==> src/rtl/queue_op_engine.sv <==
// Bounded deque executing queue-method commands one at a time.
// Storage is a circular buffer addressed as (head + logical index) mod DEPTH.
// INSERT and DELETE_IDX move one entry per cycle through the SHIFT states.
module queue_op_engine #(
  parameter int DATA_W = 32,
  parameter int DEPTH  = 16,
  parameter int IDX_W  = 32
) (
  input  logic                     i_clk,
  input  logic                     i_rst,
  input  logic                     i_cmd_valid,
  output logic                     o_cmd_ready,
  input  logic [2:0]               i_cmd_op,
  input  logic signed [IDX_W-1:0]  i_cmd_index,
  input  logic [DATA_W-1:0]        i_cmd_data,
  output logic                     o_rsp_valid,
  output logic [DATA_W-1:0]        o_rsp_data,
  output logic                     o_rsp_err,
  output logic [$clog2(DEPTH):0]   o_q_size,
  output logic                     o_q_empty,
  output logic                     o_q_full
);
  localparam int AW = $clog2(DEPTH);
  localparam int SW = AW + 1;

  localparam logic [2:0] OP_NOP = 3'd0, OP_PUSH_F = 3'd1, OP_PUSH_B = 3'd2,
                         OP_POP_F = 3'd3, OP_POP_B = 3'd4, OP_INSERT = 3'd5,
                         OP_DEL_IDX = 3'd6, OP_DEL_ALL = 3'd7;

  typedef enum logic [1:0] {S_IDLE, S_SHIFT_INS, S_SHIFT_DEL} state_t;

  state_t            r_state;
  logic [DATA_W-1:0] r_mem [DEPTH];
  logic [AW-1:0]     r_head;
  logic [SW-1:0]     r_size;
  logic [AW-1:0]     r_pos;   // logical entry being moved this cycle
  logic [AW-1:0]     r_idx;   // target index of the pending insert
  logic [DATA_W-1:0] r_data;  // value to land at r_idx once the gap is open
  logic              r_rsp_valid;
  logic [DATA_W-1:0] r_rsp_data;
  logic              r_rsp_err;

  logic              w_full, w_empty, w_idx_neg, w_ins_ok, w_del_ok;
  logic [IDX_W-1:0]  w_idx_u, w_size_x;
  logic [AW-1:0]     w_idx, w_tail, w_last, w_pa, w_pb, w_head_m1;

  // Command decode helpers and physical addresses for the current state
  always_comb begin
    w_full    = (r_size == SW'(DEPTH));
    w_empty   = (r_size == '0);
    w_idx_neg = i_cmd_index[IDX_W-1];
    w_idx_u   = i_cmd_index;
    w_size_x  = IDX_W'(r_size);
    // Append at idx==size is legal; a full queue rejects every insert
    w_ins_ok  = !w_idx_neg && (w_idx_u <= w_size_x) && !w_full;
    w_del_ok  = !w_idx_neg && (w_idx_u < w_size_x);
    w_idx     = i_cmd_index[AW-1:0];
    w_tail    = r_head + r_size[AW-1:0];
    w_last    = r_head + r_size[AW-1:0] - AW'(1);
    w_head_m1 = r_head - AW'(1);
    w_pa      = r_head + r_pos;
    w_pb      = r_head + r_pos + AW'(1);
  end

  // Main FSM: command execution, storage writes and registered responses
  always_ff @(posedge i_clk) begin
    if (i_rst) begin
      r_state     <= S_IDLE;
      r_head      <= '0;
      r_size      <= '0;
      r_pos       <= '0;
      r_idx       <= '0;
      r_data      <= '0;
      r_rsp_valid <= 1'b0;
      r_rsp_data  <= '0;
      r_rsp_err   <= 1'b0;
    end else begin
      r_rsp_valid <= 1'b0;
      r_rsp_data  <= '0;
      r_rsp_err   <= 1'b0;
      case (r_state)
        S_IDLE: if (i_cmd_valid) begin
          // NOP is accepted silently; everything else answers
          r_rsp_valid <= (i_cmd_op != OP_NOP);
          case (i_cmd_op)
            OP_PUSH_F: if (w_full) r_rsp_err <= 1'b1;
              else begin
                r_head           <= w_head_m1;
                r_mem[w_head_m1] <= i_cmd_data;
                r_size           <= r_size + SW'(1);
              end
            OP_PUSH_B: if (w_full) r_rsp_err <= 1'b1;
              else begin
                r_mem[w_tail] <= i_cmd_data;
                r_size        <= r_size + SW'(1);
              end
            OP_POP_F: if (w_empty) r_rsp_err <= 1'b1;
              else begin
                r_rsp_data <= r_mem[r_head];
                r_head     <= r_head + AW'(1);
                r_size     <= r_size - SW'(1);
              end
            OP_POP_B: if (w_empty) r_rsp_err <= 1'b1;
              else begin
                r_rsp_data <= r_mem[w_last];
                r_size     <= r_size - SW'(1);
              end
            OP_INSERT: if (!w_ins_ok) r_rsp_err <= 1'b1;
              else if (SW'(w_idx) == r_size) begin
                r_mem[w_tail] <= i_cmd_data;
                r_size        <= r_size + SW'(1);
              end else begin
                // Response deferred until the last shift lands
                r_rsp_valid <= 1'b0;
                r_state     <= S_SHIFT_INS;
                r_pos       <= r_size[AW-1:0] - AW'(1);
                r_idx       <= w_idx;
                r_data      <= i_cmd_data;
              end
            OP_DEL_IDX: if (!w_del_ok) r_rsp_err <= 1'b1;
              else if (SW'(w_idx) + SW'(1) == r_size) begin
                r_size <= r_size - SW'(1);
              end else begin
                r_rsp_valid <= 1'b0;
                r_state     <= S_SHIFT_DEL;
                r_pos       <= w_idx;
              end
            OP_DEL_ALL: r_size <= '0;
            default: ;
          endcase
        end
        S_SHIFT_INS: begin
          // Move entry pos up to pos+1, highest first; at idx also drop in the new value
          r_mem[w_pb] <= r_mem[w_pa];
          if (r_pos == r_idx) begin
            r_mem[w_pa] <= r_data;
            r_size      <= r_size + SW'(1);
            r_rsp_valid <= 1'b1;
            r_state     <= S_IDLE;
          end else begin
            r_pos <= r_pos - AW'(1);
          end
        end
        S_SHIFT_DEL: begin
          // Move entry pos+1 down to pos, lowest first; stop after the tail moves
          r_mem[w_pa] <= r_mem[w_pb];
          if (SW'(r_pos) + SW'(2) == r_size) begin
            r_size      <= r_size - SW'(1);
            r_rsp_valid <= 1'b1;
            r_state     <= S_IDLE;
          end else begin
            r_pos <= r_pos + AW'(1);
          end
        end
        default: r_state <= S_IDLE;
      endcase
    end
  end

  assign o_cmd_ready = (r_state == S_IDLE);
  assign o_rsp_valid = r_rsp_valid;
  assign o_rsp_data  = r_rsp_data;
  assign o_rsp_err   = r_rsp_err;
  assign o_q_size    = r_size;
  assign o_q_empty   = w_empty;
  assign o_q_full    = w_full;
endmodule
==> config.mk <==
export PLATFORM = sky130hd
export DESIGN_NAME = queue_op_engine
export DESIGN_NICKNAME = d
export VERILOG_FILES = /design/src/rtl/queue_op_engine.sv
export SDC_FILE = /design/constraint.sdc
export NUM_CORES = 2
export LEC_CHECK = 0
export CAP_MARGIN = 20
export CELL_PAD_IN_SITES_DETAIL_PLACEMENT = 0
export CELL_PAD_IN_SITES_GLOBAL_PLACEMENT = 1
export CORE_MARGIN = 2
export CORE_UTILIZATION = 58
export DETAILED_ROUTE_END_ITERATION = 12
export PLACE_DENSITY_LB_ADDON = 0.15
export SYNTH_ARGS = -nofsm -noshare
export SYNTH_HDL_FRONTEND = slang
export SYNTH_SLANG_ARGS = --single-unit
==> constraint.sdc <==
create_clock -name i_clk -period 9.5 [get_ports i_clk]
set_input_delay 1.9 -clock i_clk [delete_from_list [all_inputs] [get_ports i_clk]]
set_output_delay 1.9 -clock i_clk [all_outputs]
set_load 0.1 [all_outputs]
Metal 1:
Cells faint in the background.
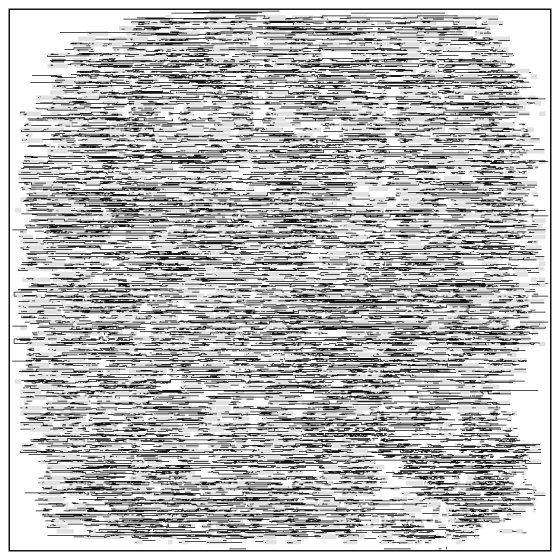
main direction	horizontal
wire length on this layer	51.2 mm
share of all routed wire	35%
nets with wire on the layer	2,905

Metal 2:
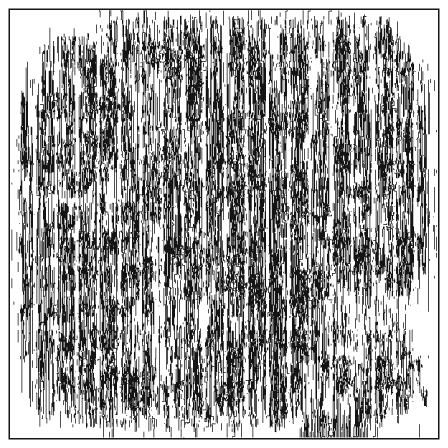
wire length on this layer	66.4 mm
nets with wire on the layer	2,661
longest straight run	138 um
share of all routed wire	46%

==> flow_summary.ini <==
; yosys + openroad results
[grt]
use_met3 = 0.1037
grt-ovfl-total = 0
met2_usage = 0.5952
grtUsageTotal = 0.3886
antenna_found_initial = 4

[layout]
final-nonclk-buf-share = 0.04337
diodes = 2
num-nonclk-buffers = 221
comb_share = 0.5135

[final_timing]
finalHoldViolations = 0

[critical_path]
worstReg2RegStart = r_pos[0]
cp_cell_sequence = ha_4, fa_4, ha_4, buf_12, nor2_1, a41oi_1, nand2b_1, o21ai_4, buf_4
setup.worst_path.end = r_mem[15][31]

[route]
ant_nets = 0
wl_met1_um = 51230

[synth]
area_leaders = edfxtp_1 36%, mux4_2 29%, mux2i_1 15%
most_common_cell = mux2i_1
top_cells_by_count = 645 x mux2i_1, 544 x mux4_2, 512 x edfxtp_1, 172 x nand2_1, 143 x clkbuf_1

[power]
combPwrFrac = 0.608
p_sw_mw = 6.674
pwr_density_cell_nw_per_um2 = 337.2
switching_share = 0.4212
clockPowerShare = 0.178

[placed_design]
dp_cells = 3794

[floorplanning]
fp-row-count = 99
core_area_um2 = 72710

[run_status]
status = completed

[clock_tree]
root_buffer = clkbuf_16

[job]
cap_violations = 0
-- cell usage in the layout, fill, tap and decap left out, types with 22 or more instances in the layout --
cell type and instances:
a211oi_1 70, a21o_1 33, a21oi_1 51, a21oi_2 31
and3_1 32, buf_4 101, clkbuf_16 73, clkdlybuf4s50_1 110
dfxtp_1 85, edfxtp_1 512, ha_1 27, mux2i_1 645
mux4_2 544, nand2_1 155, nand3_1 69, nor2_1 68
nor2b_1 39, o22ai_1 31, xnor2_1 22
-- power by group through the flow --
stage | combinational [mW] | clock [mW] | sequential, mW
after global routing | 10.1 | 2.91 | 3.40
final | 9.64 | 2.82 | 3.39
after detailed placement | 9.39 | 0 | 3.45
after CTS | 9.42 | 2.83 | 3.40
after floorplan | 7.01 | 0 | 3.48
after global placement | 9.21 | 0 | 3.44
-- how the worst min path moves through the flow --
| stage | end | slack [ps] | cells past startpoint |
|---|---|---|---|
| after floorplan | r_data[0] | 460 | 2 |
| after global placement | r_data[25] | 480 | 2 |
| after detailed placement | r_data[25] | 490 | 2 |
| after CTS | r_data[24] | 500 | 2 |
| after global routing | r_data[25] | 520 | 2 |
| final | r_data[29] | 510 | 2 |
-- state kept, by name, indices dropped and copies added, names as in the netlist, named ones only --
name / cells
r_idx: 4
r_data: 32
o_rsp_valid: 1
o_rsp_data: 32
o_rsp_err: 1
r_state: 2
o_q_size: 5
r_pos: 4
r_mem: 512
r_head: 4
-- metrics by stage --
stage	total power [mW]	area (um2)	worst slack (ps)	hold WS, ps
2_1_floorplan	10.49	42420	3074	460.7
3_3_place_gp	12.65	44320	3233	475.0
3_5_place_dp	12.84	44480	3079	490.0
4_1_cts	15.64	46840	3643	504.4
5_1_grt	16.38	46990	3322	518.4
6_report	15.84	46990	3620	507.4
Power figures rest on the tool's default switching activity, not on a simulated workload.
